## src/rtl/operand_fetch_if.sv

```systemverilog
// Handshake and bus bundle for the operand_fetch stage: decoded-instruction
// input, register-file read port, writeback bus, flush and execute output.
// slave = operand_fetch side, master = surrounding pipeline / register file.
`ifndef WORDSZ
`define WORDSZ 32
`endif
`ifndef REGADDRSZ
`define REGADDRSZ 5
`endif

interface operand_fetch_if #(
    parameter int WORDSZ    = `WORDSZ,
    parameter int REGADDRSZ = `REGADDRSZ
);
    // Decoded instruction from decode
    logic                 in_valid;
    logic                 in_ready;
    logic [WORDSZ-1:0]    in_pc;
    logic [REGADDRSZ-1:0] in_rs1_addr;
    logic [REGADDRSZ-1:0] in_rs2_addr;
    logic [REGADDRSZ-1:0] in_rd_addr;
    logic                 in_rd_wen;
    // Combinational register-file read port
    logic [REGADDRSZ-1:0] rs1_addr;
    logic [REGADDRSZ-1:0] rs2_addr;
    logic [WORDSZ-1:0]    rs1_val;
    logic [WORDSZ-1:0]    rs2_val;
    // Writeback bus (same as the register-file write port)
    logic                 wb_en;
    logic [REGADDRSZ-1:0] wb_addr;
    logic [WORDSZ-1:0]    wb_val;
    // Pipeline control
    logic                 flush;
    // Instruction with operands to execute
    logic                 out_valid;
    logic                 out_ready;
    logic [WORDSZ-1:0]    out_pc;
    logic [WORDSZ-1:0]    out_rs1_val;
    logic [WORDSZ-1:0]    out_rs2_val;
    logic [REGADDRSZ-1:0] out_rd_addr;
    logic                 out_rd_wen;

    modport slave (
        input  in_valid, in_pc, in_rs1_addr, in_rs2_addr, in_rd_addr, in_rd_wen,
        output in_ready,
        output rs1_addr, rs2_addr,
        input  rs1_val, rs2_val,
        input  wb_en, wb_addr, wb_val,
        input  flush,
        input  out_ready,
        output out_valid, out_pc, out_rs1_val, out_rs2_val, out_rd_addr, out_rd_wen
    );

    modport master (
        output in_valid, in_pc, in_rs1_addr, in_rs2_addr, in_rd_addr, in_rd_wen,
        input  in_ready,
        input  rs1_addr, rs2_addr,
        output rs1_val, rs2_val,
        output wb_en, wb_addr, wb_val,
        output flush,
        output out_ready,
        input  out_valid, out_pc, out_rs1_val, out_rs2_val, out_rd_addr, out_rd_wen
    );
endinterface

```

## src/rtl/operand_fetch.sv

```systemverilog
// Operand fetch stage: reads both source registers, tracks in-flight
// destination registers in a pending scoreboard, stalls on RAW/WAW hazards
// and registers the instruction plus operands for execute (1-cycle latency).
// Optional macro OPERAND_FETCH_BYPASS_EN forwards the writeback value into the
// operands and releases the hazard in the writeback cycle itself.
`ifndef WORDSZ
`define WORDSZ 32
`endif
`ifndef REGADDRSZ
`define REGADDRSZ 5
`endif

module operand_fetch #(
    parameter int WORDSZ    = `WORDSZ,
    parameter int REGADDRSZ = `REGADDRSZ
) (
    input logic             clk,
    input logic             reset,
    operand_fetch_if.slave  bus
);
    localparam int NREGS = 2 ** REGADDRSZ;

    logic [NREGS-1:0]     r_pending;
    logic                 r_out_valid;
    logic [WORDSZ-1:0]    r_out_pc;
    logic [WORDSZ-1:0]    r_out_rs1_val;
    logic [WORDSZ-1:0]    r_out_rs2_val;
    logic [REGADDRSZ-1:0] r_out_rd_addr;
    logic                 r_out_rd_wen;

    logic [NREGS-1:0]     w_wb_rel;
    logic [NREGS-1:0]     w_flush_rel;
    logic [NREGS-1:0]     w_set;
    logic [NREGS-1:0]     w_hz_mask;
    logic                 w_flush_clr;
    logic                 w_hazard;
    logic                 w_in_ready;
    logic                 w_issue;
    logic [WORDSZ-1:0]    w_rs1_op;
    logic [WORDSZ-1:0]    w_rs2_op;

    assign bus.rs1_addr = bus.in_rs1_addr;
    assign bus.rs2_addr = bus.in_rs2_addr;

    // A flushed instruction that execute did not take this cycle never writes
    // back, so its scoreboard bit must be dropped here.
    assign w_flush_clr = bus.flush && r_out_valid && !bus.out_ready &&
                         r_out_rd_wen && (r_out_rd_addr != '0);

    // Per-register release (writeback, flush) and set (issue) vectors
    always_comb begin
        // NOTE: every always_comb output gets a default first so no path leaves it unassigned (no latch).
        w_wb_rel    = '0;
        w_flush_rel = '0;
        w_set       = '0;
        for (int i = 1; i < NREGS; i++) begin
            w_wb_rel[i]    = bus.wb_en && (bus.wb_addr == REGADDRSZ'(i));
            w_flush_rel[i] = w_flush_clr && (r_out_rd_addr == REGADDRSZ'(i));
            w_set[i]       = w_issue && bus.in_rd_wen && (bus.in_rd_addr == REGADDRSZ'(i));
        end
    end

`ifdef OPERAND_FETCH_BYPASS_EN
    // Writeback releases its register in the same cycle and forwards its value.
    assign w_hz_mask = r_pending & ~w_wb_rel;
    assign w_rs1_op  = (bus.wb_en && bus.wb_addr == bus.in_rs1_addr && bus.in_rs1_addr != '0)
                       ? bus.wb_val : bus.rs1_val;
    assign w_rs2_op  = (bus.wb_en && bus.wb_addr == bus.in_rs2_addr && bus.in_rs2_addr != '0)
                       ? bus.wb_val : bus.rs2_val;
`else
    // Without forwarding, wait until the register file holds the value.
    assign w_hz_mask = r_pending;
    assign w_rs1_op  = bus.rs1_val;
    assign w_rs2_op  = bus.rs2_val;
`endif

    // Hazard: a source or the destination is still owned by an older instruction
    always_comb begin
        w_hazard = 1'b0;
        if (bus.in_valid) begin
            if (bus.in_rs1_addr != '0 && w_hz_mask[bus.in_rs1_addr])
                w_hazard = 1'b1;
            if (bus.in_rs2_addr != '0 && w_hz_mask[bus.in_rs2_addr])
                w_hazard = 1'b1;
            if (bus.in_rd_wen && bus.in_rd_addr != '0 && w_hz_mask[bus.in_rd_addr])
                w_hazard = 1'b1;
        end
    end

    assign w_in_ready   = !w_hazard && !bus.flush && (!r_out_valid || bus.out_ready);
    assign w_issue      = bus.in_valid && w_in_ready;
    assign bus.in_ready = w_in_ready;

    // Scoreboard update: releases first, then a new writer's set wins
    always_ff @(posedge clk or negedge reset) begin
        // NOTE: async reset clears every state bit; the scoreboard is a flop vector, not a RAM.
        if (!reset)
            r_pending <= '0;
        else
            // NOTE: sequential state uses non-blocking assignments to avoid simulation races.
            r_pending <= ((r_pending & ~w_wb_rel & ~w_flush_rel) | w_set) & ~NREGS'(1);
    end

    // Output register: capture on issue, hold while stalled, drop on take or flush
    always_ff @(posedge clk or negedge reset) begin
        if (!reset) begin
            r_out_valid   <= 1'b0;
            r_out_pc      <= '0;
            r_out_rs1_val <= '0;
            r_out_rs2_val <= '0;
            r_out_rd_addr <= '0;
            r_out_rd_wen  <= 1'b0;
        end else if (w_issue) begin
            r_out_valid   <= 1'b1;
            r_out_pc      <= bus.in_pc;
            r_out_rs1_val <= w_rs1_op;
            r_out_rs2_val <= w_rs2_op;
            r_out_rd_addr <= bus.in_rd_addr;
            r_out_rd_wen  <= bus.in_rd_wen;
        end else if (bus.flush || bus.out_ready) begin
            r_out_valid   <= 1'b0;
        end
    end

    assign bus.out_valid   = r_out_valid;
    assign bus.out_pc      = r_out_pc;
    assign bus.out_rs1_val = r_out_rs1_val;
    assign bus.out_rs2_val = r_out_rs2_val;
    assign bus.out_rd_addr = r_out_rd_addr;
    assign bus.out_rd_wen  = r_out_rd_wen;
endmodule

```

## src/flat_wrapper.sv

```systemverilog
// flat-port wrapper written by rule: the top's interface ports become plain ports
module operand_fetch_flat 
#(
    parameter int WORDSZ    = `WORDSZ,
    parameter int REGADDRSZ = `REGADDRSZ
)
  (clk, reset, bus_in_valid, bus_in_pc, bus_in_rs1_addr, bus_in_rs2_addr, bus_in_rd_addr, bus_in_rd_wen, bus_in_ready, bus_rs1_addr, bus_rs2_addr, bus_rs1_val, bus_rs2_val, bus_wb_en, bus_wb_addr, bus_wb_val, bus_flush, bus_out_ready, bus_out_valid, bus_out_pc, bus_out_rs1_val, bus_out_rs2_val, bus_out_rd_addr, bus_out_rd_wen);
  operand_fetch_if #(.WORDSZ(WORDSZ), .REGADDRSZ(REGADDRSZ)) bus_i ();
  input logic clk;
  input logic reset;
  input wire logic [$bits(bus_i.in_valid)-1:0] bus_in_valid;
  input wire logic [$bits(bus_i.in_pc)-1:0] bus_in_pc;
  input wire logic [$bits(bus_i.in_rs1_addr)-1:0] bus_in_rs1_addr;
  input wire logic [$bits(bus_i.in_rs2_addr)-1:0] bus_in_rs2_addr;
  input wire logic [$bits(bus_i.in_rd_addr)-1:0] bus_in_rd_addr;
  input wire logic [$bits(bus_i.in_rd_wen)-1:0] bus_in_rd_wen;
  output wire logic [$bits(bus_i.in_ready)-1:0] bus_in_ready;
  output wire logic [$bits(bus_i.rs1_addr)-1:0] bus_rs1_addr;
  output wire logic [$bits(bus_i.rs2_addr)-1:0] bus_rs2_addr;
  input wire logic [$bits(bus_i.rs1_val)-1:0] bus_rs1_val;
  input wire logic [$bits(bus_i.rs2_val)-1:0] bus_rs2_val;
  input wire logic [$bits(bus_i.wb_en)-1:0] bus_wb_en;
  input wire logic [$bits(bus_i.wb_addr)-1:0] bus_wb_addr;
  input wire logic [$bits(bus_i.wb_val)-1:0] bus_wb_val;
  input wire logic [$bits(bus_i.flush)-1:0] bus_flush;
  input wire logic [$bits(bus_i.out_ready)-1:0] bus_out_ready;
  output wire logic [$bits(bus_i.out_valid)-1:0] bus_out_valid;
  output wire logic [$bits(bus_i.out_pc)-1:0] bus_out_pc;
  output wire logic [$bits(bus_i.out_rs1_val)-1:0] bus_out_rs1_val;
  output wire logic [$bits(bus_i.out_rs2_val)-1:0] bus_out_rs2_val;
  output wire logic [$bits(bus_i.out_rd_addr)-1:0] bus_out_rd_addr;
  output wire logic [$bits(bus_i.out_rd_wen)-1:0] bus_out_rd_wen;
  assign bus_i.in_valid = bus_in_valid;
  assign bus_i.in_pc = bus_in_pc;
  assign bus_i.in_rs1_addr = bus_in_rs1_addr;
  assign bus_i.in_rs2_addr = bus_in_rs2_addr;
  assign bus_i.in_rd_addr = bus_in_rd_addr;
  assign bus_i.in_rd_wen = bus_in_rd_wen;
  assign bus_in_ready = bus_i.in_ready;
  assign bus_rs1_addr = bus_i.rs1_addr;
  assign bus_rs2_addr = bus_i.rs2_addr;
  assign bus_i.rs1_val = bus_rs1_val;
  assign bus_i.rs2_val = bus_rs2_val;
  assign bus_i.wb_en = bus_wb_en;
  assign bus_i.wb_addr = bus_wb_addr;
  assign bus_i.wb_val = bus_wb_val;
  assign bus_i.flush = bus_flush;
  assign bus_i.out_ready = bus_out_ready;
  assign bus_out_valid = bus_i.out_valid;
  assign bus_out_pc = bus_i.out_pc;
  assign bus_out_rs1_val = bus_i.out_rs1_val;
  assign bus_out_rs2_val = bus_i.out_rs2_val;
  assign bus_out_rd_addr = bus_i.out_rd_addr;
  assign bus_out_rd_wen = bus_i.out_rd_wen;
  operand_fetch #(.WORDSZ(WORDSZ), .REGADDRSZ(REGADDRSZ)) u_core (.clk(clk), .reset(reset), .bus(bus_i));
endmodule
```

## config.mk

```make
export PLATFORM = sky130hd
export DESIGN_NAME = operand_fetch_flat
export DESIGN_NICKNAME = d
export VERILOG_FILES = /design/src/rtl/operand_fetch_if.sv /design/src/rtl/operand_fetch.sv /design/src/flat_wrapper.sv
export SDC_FILE = /design/constraint.sdc
export NUM_CORES = 1
export LEC_CHECK = 0
export ABC_CLOCK_PERIOD_IN_PS = 2900
export CAP_MARGIN = 20
export CORE_ASPECT_RATIO = 1.5
export CORE_MARGIN = 10
export CORE_UTILIZATION = 39
export DETAILED_ROUTE_END_ITERATION = 6
export PLACE_DENSITY_LB_ADDON = 0.25
export SYNTH_ARGS = -nofsm -noshare
export SYNTH_HDL_FRONTEND = slang
export SYNTH_SLANG_ARGS = --single-unit
```

## constraint.sdc

```tcl
create_clock -name clk -period 2.9 [get_ports clk]
set_clock_uncertainty 0.15 [all_clocks]
set_input_delay 0.58 -clock clk [delete_from_list [all_inputs] [get_ports clk]]
set_output_delay 0.58 -clock clk [all_outputs]
set_load 0.05 [all_outputs]
```

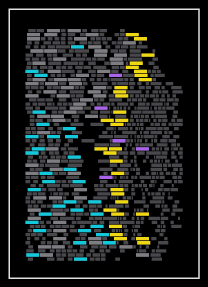
(run_1/registers.png)
(1.5 px per um)
u_core.bus.out_rd_addr: in purple, flops 5, where middle. u_core.bus.out_rs2_val: in cyan, flops 32. u_core.r_pending: in yellow, flops 31, where a column down the middle.
Another 66 sequential cells are not coloured.
Sequential cell area: 3350 um^2
power in sequential cells: 0.00270 W

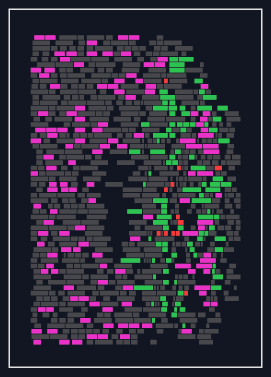
(run_1/gate_families.png)
(2 px per um)
inverting AOI/OAI gates: in green, cells 98. multiplexers: in magenta, cells 129, where all over the die. AND and OR gates: in red, cells 12.

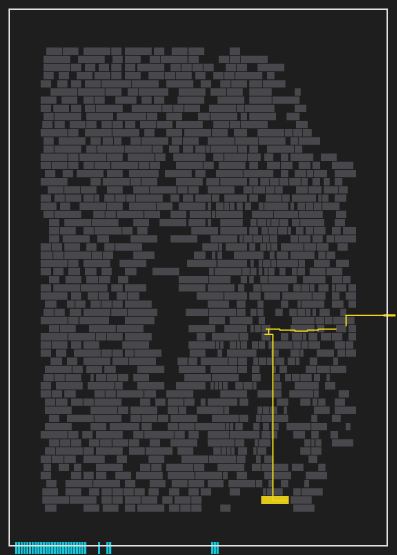
(run_1/port_nets.png)
(3 px per um)
bus_wb_val: in cyan, bits 32, direction input, end cells 0. bus_out_rd_wen: in yellow, bits 1, direction output, end cells 1, wire 107 um.
Top-Level Pins: 269
IO Port Bufs: 236

==> design notes, run 1 <==
The run finished, with violations left. The checks that failed: setup timing. For the met1 demand-to-capacity share in global routing, the log shows 0.230.

The met2 layer usage reported by global route is 0.422. The area fraction in and, or, nand and nor cells after synthesis came out at 0.0797. For this run, the chip area from Yosys synthesis comes to 6510 um^2.

The proportion of final cell area spent on non-clock buffers was 0.327. The synthesis run identifies the leading combinational cell family as multiplexers. For the initial antenna violation count, the log shows 0. With fillers left out, the area of the finished cells amounts to 11600 um^2.

The share of cell area taken by muxes after synthesis works out to 0.243. Summed over all combinational cells, the power is 0.00428 W. The total setup violations reported at the end of the flow is 106.

The number of filler instances in the final layout is 1121. The signal on the critical path passes through mux4_2 -> mux2i_1 -> nor3b_1 -> nor4_2 -> o211ai_1 -> o31ai_4 -> buf_12. The synthesized design contains 0 enable-type register cells. The sequential fraction of total cell area came out at 0.289. STA classifies the critical path startpoint as a flop. Looking at the clock tree report, the maximum root-to-sink buffer count equals 2. The number of setup buffers added after CTS was 30. The wire length of the first global-routing pass is 40700 um, and the power density over the cells is 777 nW/um^2. End point of the critical path: bus_in_ready. The tools report the total of warnings raised by yosys as 0. The layout report lists the multi-input gate area as 3610 um^2. The run gives 338 for the number of ordinary and repair buffers in the finished layout. In this run the worst setup path begins at u_core.r_pending[24]$_DFF_PN0_. Setup slack of the critical path after layout: -0.304 ns. The final-report hold violation count was 0. After floorplanning, the core was divided into 57 placement rows. The last weighted congestion value of the routability-driven placer is 0.955.

The run gives 0.00371 W for the switching power summed over all nets. Routed wire length: 27100 um. The xor and xnor area share after synthesis works out to 0. In the layout the commonest cells are 213 x sky130_fd_sc_hd__clkdlybuf4s50_1, 134 x sky130_fd_sc_hd__dfrtp_1, 80 x sky130_fd_sc_hd__mux2_4. The root buffer cell was sky130_fd_sc_hd__clkbuf_16. For the total congestion overflow, the log shows 0. According to the timing report, the data required time at the worst endpoint equals 2.17 ns. The tightest min-delay check is of the in -> async type. A synthesized cell averages 12.9 um^2.

The total CTS buffers is 17, and the remaining antenna violation count is 0.
run 1: flip-flops by register name (all words and copies together) (netlist names):
| register | count |
|---|---|
| u_core.bus.out_rs1_val | 32 |
| u_core.bus.out_rd_addr | 5 |
| u_core.bus.out_pc | 32 |
| u_core.bus.out_rd_wen | 1 |
| u_core.r_pending | 31 |
| u_core.bus.out_rs2_val | 32 |
| u_core.bus.out_valid | 1 |
run 1: routing by layer:
metal  part of all wire  wire length (um)  vias up
met3              0.081              2200      105
met2               0.53             14300      361
li1                   -                 -     2569
met5                  0                 0        -
met4              0.055              1490        0
met1               0.34              9080     2975
run 1: cell families (layout without fill, tap and decap cells):
family          count (synthesis)  count (layout)
mux                           129             129
buf+inv                        48             378
flops                         134             134
other cells                     0               1
compound gates                100             100
simple gates                   94              94
==> run_1/final_clocks.png <==
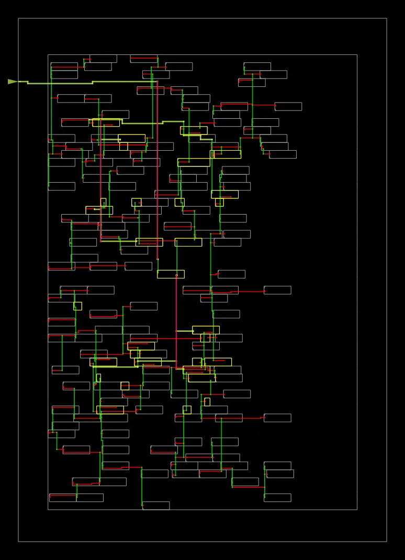

--- run 2 (diff from run 1) ---
--- a/config.mk
+++ b/config.mk
@@ -9,3 +9,2 @@
 export CAP_MARGIN = 20
-export CORE_ASPECT_RATIO = 1.5
 export CORE_MARGIN = 10
==> constraint.sdc (replaced) <==
create_clock -name clk -period 2.9 [get_ports clk]
set_clock_uncertainty 0.15 [all_clocks]
set_input_delay 0.87 -clock clk [delete_from_list [all_inputs] [get_ports clk]]
set_output_delay 0.87 -clock clk [all_outputs]
set_load 0.05 [all_outputs]
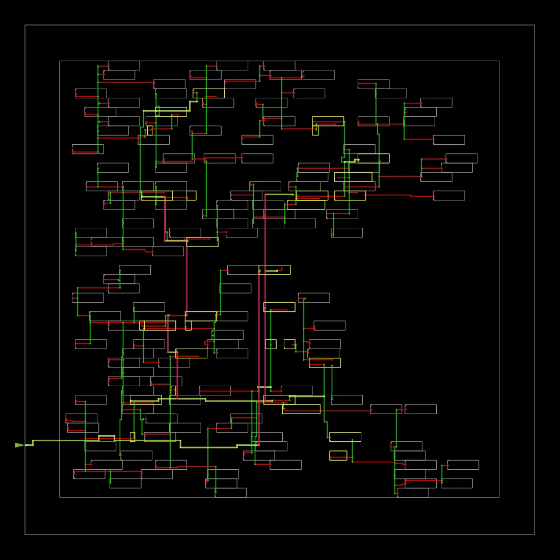
(run_2/final_clocks.png)
clock group total power: 0.00218 W
clock sinks: 134
flip-flop and latch count: 134
number of clock-tree buffers in the layout: 22

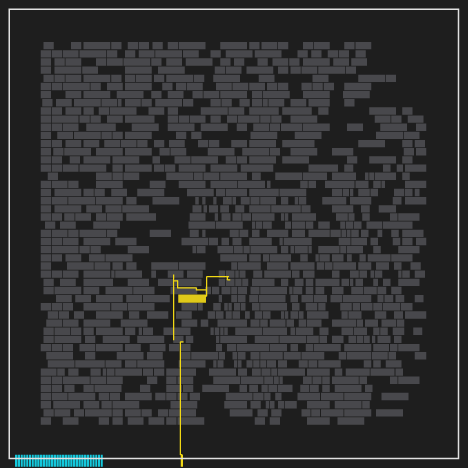
(run_2/port_nets.png)
(3 px per um)
bus_wb_val: in cyan, bits 32, direction input, end cells 0. bus_out_rd_wen: in yellow, bits 1, direction output, end cells 1, wire 91.7 um.

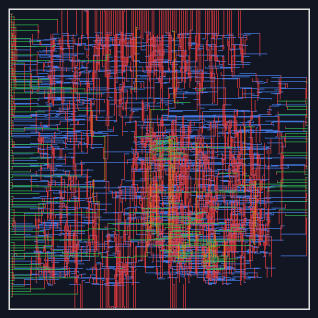
(run_2/metal_stack.png)
(2 px per um)
met1: in blue, wire length 10100 um. met2: in red, wire length 12800 um. met3: in green, wire length 2460 um. met4: in orange, wire length 635 um.
WL final: 25900 um
detailed-route via count: 5951

==> run 2 against run 1 <==
  * Worst hold slack improved by 0.12 ns
  * Count of clock-buffer cells in the layout rose by 3
  * Synthesized cell count did not move
  * Combinational power rose by 2%
  * Non-clock buffer count rose by 17
  * Final cell count rose by 2.7%
  * Total power rose by 2.7%
  * The run still ends with setup timing left
  * Clock power rose by 7%
  * Core utilization rose by 1.4 points
  * Setup slack got worse by 0.46 ns
  * Sequential power barely moved
  * Largest power group unchanged
  * Wire length fell by 4.2%
==> design notes, run 2 <==
The total congestion overflow came out at 0 (unchanged). The run gives 47 (was 57) as the total number of placement rows. Violated checks: setup timing (unchanged). With the mean cell area of the mapped netlist at 12.9 um^2 (unchanged), the worst path required time is 1.88 ns (was 2.17 ns). The run gives 236 (unchanged) for the count of buffers from port buffering. List of cells traversed by the critical path: buf_12 -> mux4_2 -> buf_6 -> mux2i_2 -> nor3b_2 -> nor4_2 -> o211ai_1 -> o31ai_4 -> buf_12 (was mux4_2 -> mux2i_1 -> nor3b_1 -> nor4_2 -> o211ai_1 -> o31ai_4 -> buf_12). The run gives 0 (unchanged) for the count of library flops with an enable pin.

The run finished, with violations left. The source of the critical timing path was bus_in_rs2_addr[0] (was u_core.r_pending[24]$_DFF_PN0_). With the switching power summed over all nets at 0.00368 W (was 0.00371 W), the design area is 11900 um^2 (was 11600 um^2). The path category of the worst min-delay check is in -> async (unchanged). Combinational family with the most area after synthesis: multiplexers (unchanged). The post-synth area from yosys stat is 6510 um^2 (unchanged). The sort of element at the start of the critical path is a primary input (was a flop). The tools report the root buffer cell as sky130_fd_sc_hd__clkbuf_16 (unchanged).

The run gives 1064 (was 1121) for the number of filler instances in the final layout. The run gives 39500 um (was 40700 um) as the wire length of the first global-routing pass. The combinational logic power is 0.00437 W (was 0.00428 W).

Area used by multi-input combinational logic: 3810 um^2 (was 3610 um^2). Commonest cells after routing, fill and taps aside: 213 x sky130_fd_sc_hd__clkdlybuf4s50_1, 134 x sky130_fd_sc_hd__dfrtp_1, 103 x sky130_fd_sc_hd__mux2_4 (was 213 x sky130_fd_sc_hd__clkdlybuf4s50_1, 134 x sky130_fd_sc_hd__dfrtp_1, 80 x sky130_fd_sc_hd__mux2_4). The run gives 269 (unchanged) for the number of ports placed on the die boundary. End point of the critical path: bus_in_ready (unchanged). The run gives -0.766 ns (was -0.304 ns) for the setup slack of the critical path after layout. The total setup violations reported at the end of the flow was 129 (was 106).

The final-report hold violation count is 0 (unchanged). The power density over the cells works out to 776 nW/um^2 (was 777 nW/um^2). The initial antenna violation count was 0 (unchanged). The last weighted congestion value of the routability-driven placer was 0.942 (was 0.955). The sequential fraction of total cell area was 0.281 (was 0.289); the worst-case clock buffer depth was 2 (unchanged).
## run 2: cell types whose count changed in the layout (fill, tap and decap cells not counted), sizes merged, moves of 2 or more
| cell | delta |
|---|---|
| buf | +17 |
| clkbuf | +4 |
| clkinvlp | -4 |
| inv | -4 |
| dlygate4sd2 | +3 |
| bufinv | +2 |
| clkdlybuf4s15 | -2 |
| dlymetal6s2s | -2 |
## run 2: cell families after synthesis
| group | Yosys count |
|---|---|
| and+or+nand+nor | 94 |
| muxes | 129 |
| AOI/OAI and AO/OA | 100 |
| DFF | 134 |
| buffers and inverters | 48 |
## run 2: layer usage
| layer | GRT usage | share of wire |
|---|---|---|
| met1 | 0.273 | 0.39 |
| met2 | 0.380 | 0.49 |
| met3 | 0.0850 | 0.095 |
| met4 | 0.0765 | 0.025 |
| met5 | 0 | 0 |
No activity file was given, so power comes from the tool's default toggle rates.
